Run 1, wiring heat map:
15 x 15 tiles, from white (low) to dark blue (high), scaled to the fullest tile. Values are wire area over tile area, all layers added.
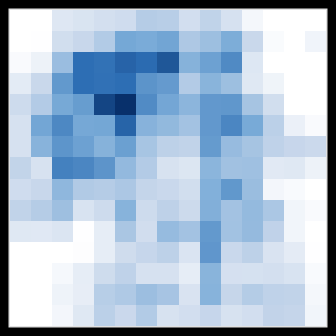
Run 1, met1 routing:
Scale bar: 20 um.
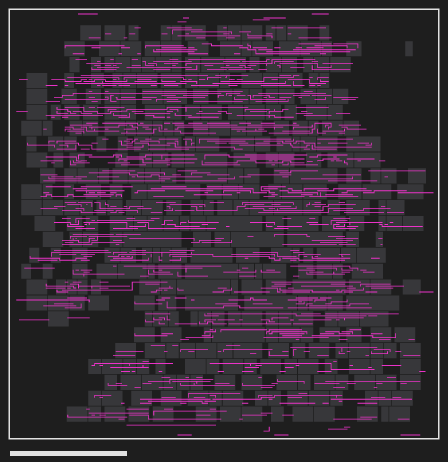
Run 1, routing congestion:
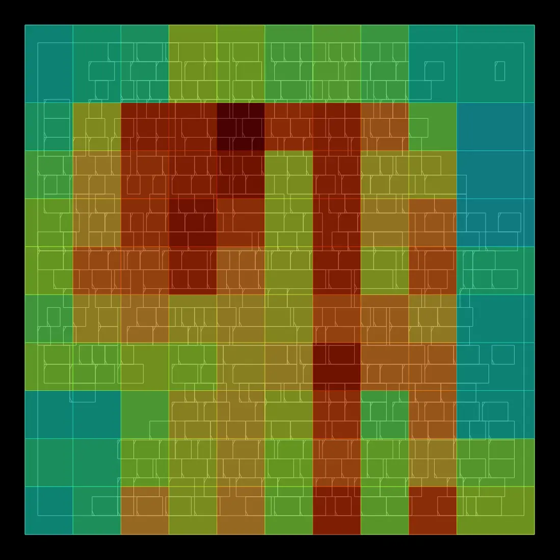
File: src/rtl/msp430_ram_arb_pkg.sv
// Shared types for the two-master RAM arbiter: master ids, lock-owner
// encoding, the pending-read record and the byte-enable translation.
package msp430_ram_arb_pkg;

  typedef logic master_id_t;

  // Bit 1 set means nobody holds a lock; bit 0 is the owning master otherwise.
  typedef logic [1:0] owner_t;
  localparam owner_t NO_OWNER = 2'b10;

  typedef struct packed {
    logic       valid;
    master_id_t id;
    logic       ok;
  } rd_pend_t;

  // The RAM macro takes low-active byte write enables.
  function automatic logic [1:0] we_to_wen(input logic [1:0] we);
    return ~we;
  endfunction

endpackage

File: src/rtl/msp430_ram_arb_pick.sv
// Combinational 2-way picker: an active lock owner is served alone,
// otherwise round-robin against the last granted master.
module msp430_ram_arb_pick
  import msp430_ram_arb_pkg::*;
(
  input  logic [1:0] req,
  input  master_id_t last,
  input  owner_t     owner,
  output logic [1:0] gnt
);

  always_comb begin
    gnt = 2'b00;
    if (owner != NO_OWNER) begin
      // The other master is refused even while the owner only holds lock.
      if (owner[0]) gnt = {req[1], 1'b0};
      else          gnt = {1'b0, req[0]};
    end else if (req == 2'b11) begin
      gnt = last ? 2'b01 : 2'b10;
    end else begin
      gnt = req;
    end
  end

endmodule

File: src/rtl/msp430_ram_arbiter.sv
// Shares one single-port msp430_ram between the CPU data port (m0) and a
// DMA/debug port (m1): arbitration, locked sequences, RAM mux, read return.
module msp430_ram_arbiter
  import msp430_ram_arb_pkg::*;
#(
  parameter int ADDR_MSB = 6,
  parameter int MEM_SIZE = 256,
  parameter int LOCK_MAX = 15
) (
  input  logic              mclk,
  input  logic              puc_rst,
  input  logic              m0_req,
  input  logic [1:0]        m0_we,
  input  logic [ADDR_MSB:0] m0_addr,
  input  logic [15:0]       m0_din,
  input  logic              m0_lock,
  output logic              m0_gnt,
  output logic [15:0]       m0_dout,
  output logic              m0_rvalid,
  output logic              m0_err,
  input  logic              m1_req,
  input  logic [1:0]        m1_we,
  input  logic [ADDR_MSB:0] m1_addr,
  input  logic [15:0]       m1_din,
  input  logic              m1_lock,
  output logic              m1_gnt,
  output logic [15:0]       m1_dout,
  output logic              m1_rvalid,
  output logic              m1_err,
  output logic              ram_cen,
  output logic [1:0]        ram_wen,
  output logic [ADDR_MSB:0] ram_addr,
  output logic [15:0]       ram_din,
  input  logic [15:0]       ram_dout
);

  localparam int WORDS = MEM_SIZE / 2;
  localparam int CW    = $clog2(LOCK_MAX + 1);

  owner_t     owner;
  logic [CW-1:0] lock_cnt;
  master_id_t last;
  rd_pend_t   rd_pend;
  logic [1:0] err_q;

  logic [1:0] req, lock, gnt, gnt_raw;
  logic       any_gnt, forced, owner_act, win_lock, win_ok;
  master_id_t win, pick_last;
  owner_t     pick_owner;
  logic [1:0] win_we;
  logic [ADDR_MSB:0] win_addr;
  logic [CW-1:0] cnt_inc;

  assign req  = {m1_req, m0_req};
  assign lock = {m1_lock, m0_lock};

  // A saturated counter hands the next arbitration to the other master.
  assign forced     = (owner != NO_OWNER) && (lock_cnt == CW'(LOCK_MAX));
  assign owner_act  = (owner != NO_OWNER) && !forced && (req[owner[0]] || lock[owner[0]]);
  assign pick_owner = owner_act ? owner : NO_OWNER;
  assign pick_last  = forced ? owner[0] : last;

  msp430_ram_arb_pick u_pick (
    .req   (req),
    .last  (pick_last),
    .owner (pick_owner),
    .gnt   (gnt_raw)
  );

  assign gnt      = puc_rst ? 2'b00 : gnt_raw;
  assign any_gnt  = |gnt;
  assign win      = gnt[1] | (~gnt[0] & last);
  assign win_we   = win ? m1_we   : m0_we;
  assign win_addr = win ? m1_addr : m0_addr;
  assign win_lock = win ? m1_lock : m0_lock;
  assign win_ok   = 32'(win_addr) < WORDS;
  assign cnt_inc  = (lock_cnt == CW'(LOCK_MAX)) ? lock_cnt : lock_cnt + CW'(1);

  assign m0_gnt   = gnt[0];
  assign m1_gnt   = gnt[1];
  assign ram_cen  = ~any_gnt;
  assign ram_wen  = any_gnt ? we_to_wen(win_we) : 2'b11;
  assign ram_addr = win_addr;
  assign ram_din  = win ? m1_din : m0_din;

  always_ff @(posedge mclk or posedge puc_rst) begin
    if (puc_rst) begin
      owner    <= NO_OWNER;
      lock_cnt <= '0;
      last     <= 1'b1;
      rd_pend  <= '0;
      err_q    <= 2'b00;
    end else begin
      rd_pend.valid <= any_gnt && (win_we == 2'b00);
      rd_pend.id    <= win;
      rd_pend.ok    <= win_ok;
      err_q         <= gnt & {2{~win_ok}};
      if (any_gnt) begin
        last <= win;
        if (!win_lock) begin
          owner    <= NO_OWNER;
          lock_cnt <= '0;
        end else if (owner_act) begin
          lock_cnt <= cnt_inc;
        end else begin
          owner    <= {1'b0, win};
          lock_cnt <= CW'(1);
        end
      end else if (owner_act) begin
        lock_cnt <= cnt_inc;
      end else begin
        owner    <= NO_OWNER;
        lock_cnt <= '0;
      end
    end
  end

  assign m0_rvalid = rd_pend.valid && (rd_pend.id == 1'b0);
  assign m1_rvalid = rd_pend.valid && (rd_pend.id == 1'b1);
  assign m0_dout   = (m0_rvalid && rd_pend.ok) ? ram_dout : 16'h0000;
  assign m1_dout   = (m1_rvalid && rd_pend.ok) ? ram_dout : 16'h0000;
  assign m0_err    = err_q[0];
  assign m1_err    = err_q[1];

endmodule

File: config.mk
export PLATFORM = sky130hd
export DESIGN_NAME = msp430_ram_arbiter
export DESIGN_NICKNAME = d
export VERILOG_FILES = /design/src/rtl/msp430_ram_arb_pkg.sv /design/src/rtl/msp430_ram_arb_pick.sv /design/src/rtl/msp430_ram_arbiter.sv
export SDC_FILE = /design/constraint.sdc
export NUM_CORES = 1
export LEC_CHECK = 0
export CAP_MARGIN = 0
export CORE_MARGIN = 1.5
export CORE_UTILIZATION = 32
export CTS_CLUSTER_SIZE = 8
export DETAILED_ROUTE_END_ITERATION = 8
export PLACE_DENSITY = 0.84
export SETUP_SLACK_MARGIN = 0.4
export SLEW_MARGIN = 15
export SYNTH_ARGS = -nofsm -noshare
export SYNTH_HDL_FRONTEND = slang
export SYNTH_SLANG_ARGS = --single-unit
File: constraint.sdc
create_clock -name mclk -period 3.5 [get_ports mclk]
set_clock_uncertainty 0.15 [all_clocks]
set_input_delay 0.7 -clock mclk [delete_from_list [all_inputs] [get_ports mclk]]
set_output_delay 0.7 -clock mclk [all_outputs]
set_load 0.005 [all_outputs]
==> impl_metrics.yaml, run 1 <==
# yosys + openroad results
placed_design:
  place_area_um2: 3089
final_timing:
  worst_pin_slew_ns: 0.7449
  fin_crit_sh: 0.9061
  setup_ws_ns: 0.3288
  rsz0062_at_grt: "true"
  drv_slew: 0
final_layout:
  largest_register: "lock_cnt"
  largest_class: "non-clock buffers"
  nMultiInputCombCells: 176
  stdcell_count: 449
synthesis:
  yosys.cell_types.count: 46
  logic_family: "simple AND/OR/NAND/NOR gates"
power:
  p_comb_mw: 1.06
  sequentialPowerShare: 0.145
  p_switching_mw: 0.6108
  p_leak_nw: 1.355
global_routing:
  antenna_found_initial: 0
  grt-ovfl-total: 0
routing:
  top_layer: "met4"
  dr_wl_met3_um: 617
floorplanning:
  dieHeight_um: 73.28
  rows: 25
  die-area_um2: 5369
job:
  max_cap_violations: 0
critical_path:
  path_max_fanout: 6
  critical_path_arrival_ns: 2.32
  r2r_end: "lock_cnt[0]"
cts:
  cts.sinks: 10
  cts.path.max_buffers: 2
outcome:
  status: "finished, final reports clean"
Back to the opening pictures, 'wiring heat map':
- densest ninth of the die: top centre
- nearly empty tiles: 13%
- emptiest ninth of the die: lower left
drt total wl: 8179 um
post-DR wirelength/cell: 18.22 um
Vias: 2,656
Overall Global Routing Usage: 0.2703

Back to the opening pictures, 'met1 routing':
- nets with wire on the layer: 391
- longest straight run: 25.3 um
- share of all routed wire: 39%
- wire length on this layer: 3,190 um
- main direction: horizontal
GR Util met1: 0.3496

Back to the opening pictures, 'routing congestion':
Core Util, Final: 0.7087
grt met2 use: 0.4626
met3 Track Usage GR: 0.04664
gr busiest metal: met2

## Run 2: what changed since run 1
--- a/config.mk
+++ b/config.mk
@@ -7,8 +7,9 @@
 export LEC_CHECK = 0
+export ABC_AREA = 1
 export CAP_MARGIN = 0
 export CORE_MARGIN = 1.5
-export CORE_UTILIZATION = 32
+export CORE_UTILIZATION = 30
 export CTS_CLUSTER_SIZE = 8
 export DETAILED_ROUTE_END_ITERATION = 8
-export PLACE_DENSITY = 0.84
+export PLACE_DENSITY = 0.86
 export SETUP_SLACK_MARGIN = 0.4
==> constraint.sdc (replaced) <==
create_clock -name mclk -period 3.5 [get_ports mclk]
set_clock_uncertainty 0.15 [all_clocks]
set_input_delay 0.35 -clock mclk [delete_from_list [all_inputs] [get_ports mclk]]
set_output_delay 0.35 -clock mclk [all_outputs]
set_load 0.005 [all_outputs]
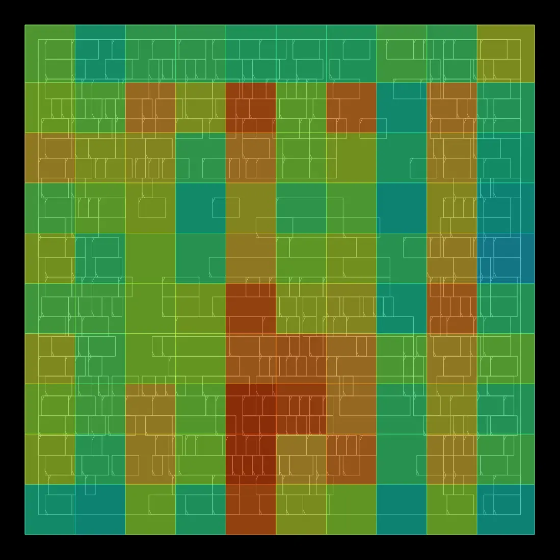
Run 2: routing congestion
GR Util met1: 0.1850
Core Util, Final: 0.6409
met3 Track Usage GR: 0.05483
Overall Global Routing Usage: 0.1744

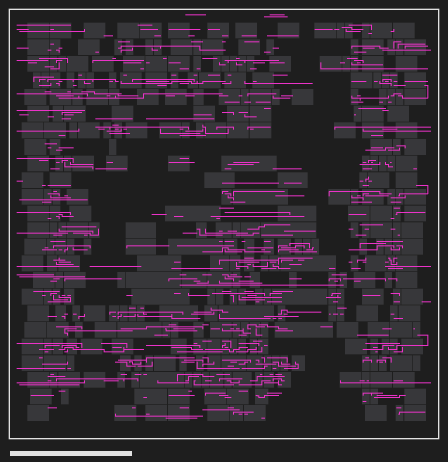
Run 2: met1 routing
Scale bar: 20 um.
- longest straight run: 26.7 um
- nets with wire on the layer: 348
- share of all routed wire: 39%
- wire length on this layer: 1,760 um
Vias: 1,896
drt total wl: 4500 um

==> run 2 against run 1 <==
Sequential cell count stayed put. Non-clock buffer count is 53 lower. Largest power group unchanged. Combinational power is 21% lower. Critical path depth is 3 higher. Highest routed layer unchanged. Final area is 18% lower. Total power is 17% lower. Register-to-register slack better by 0.53 ns. Die area is 8.8% lower. Synthesized area is 15% lower. Hold slack worse by 0.14 ns.
==> impl_metrics.yaml, run 2 <==
# yosys + openroad results
critical_path:
  critical_path_arrival_ns: 2.46
  r2r_end: "lock_cnt[1]"
final_timing:
  fin_crit_sh: 0.8457
  setup_ws_ns: 0.5400
  drv_slew: 0
  rsz0062_at_grt: "false"
placed_design:
  place_area_um2: 2660
floorplanning:
  die-area_um2: 4899
job:
  max_cap_violations: 0
synthesis:
  yosys.cell_types.count: 26
global_routing:
  antenna_found_initial: 0
  grt_use_met2: 0.3238
  grt-ovfl-total: 0
cts:
  cts.sinks: 10
  cts.path.max_buffers: 2
final_layout:
  stdcell_count: 409
  nMultiInputCombCells: 175
routing:
  wire_per_inst_um: 11.00
  dr_wl_met3_um: 452
power:
  p_switching_mw: 0.4730
outcome:
  status: "finished, final reports clean"
Power figures rest on the tool's default switching activity, not on a simulated workload.
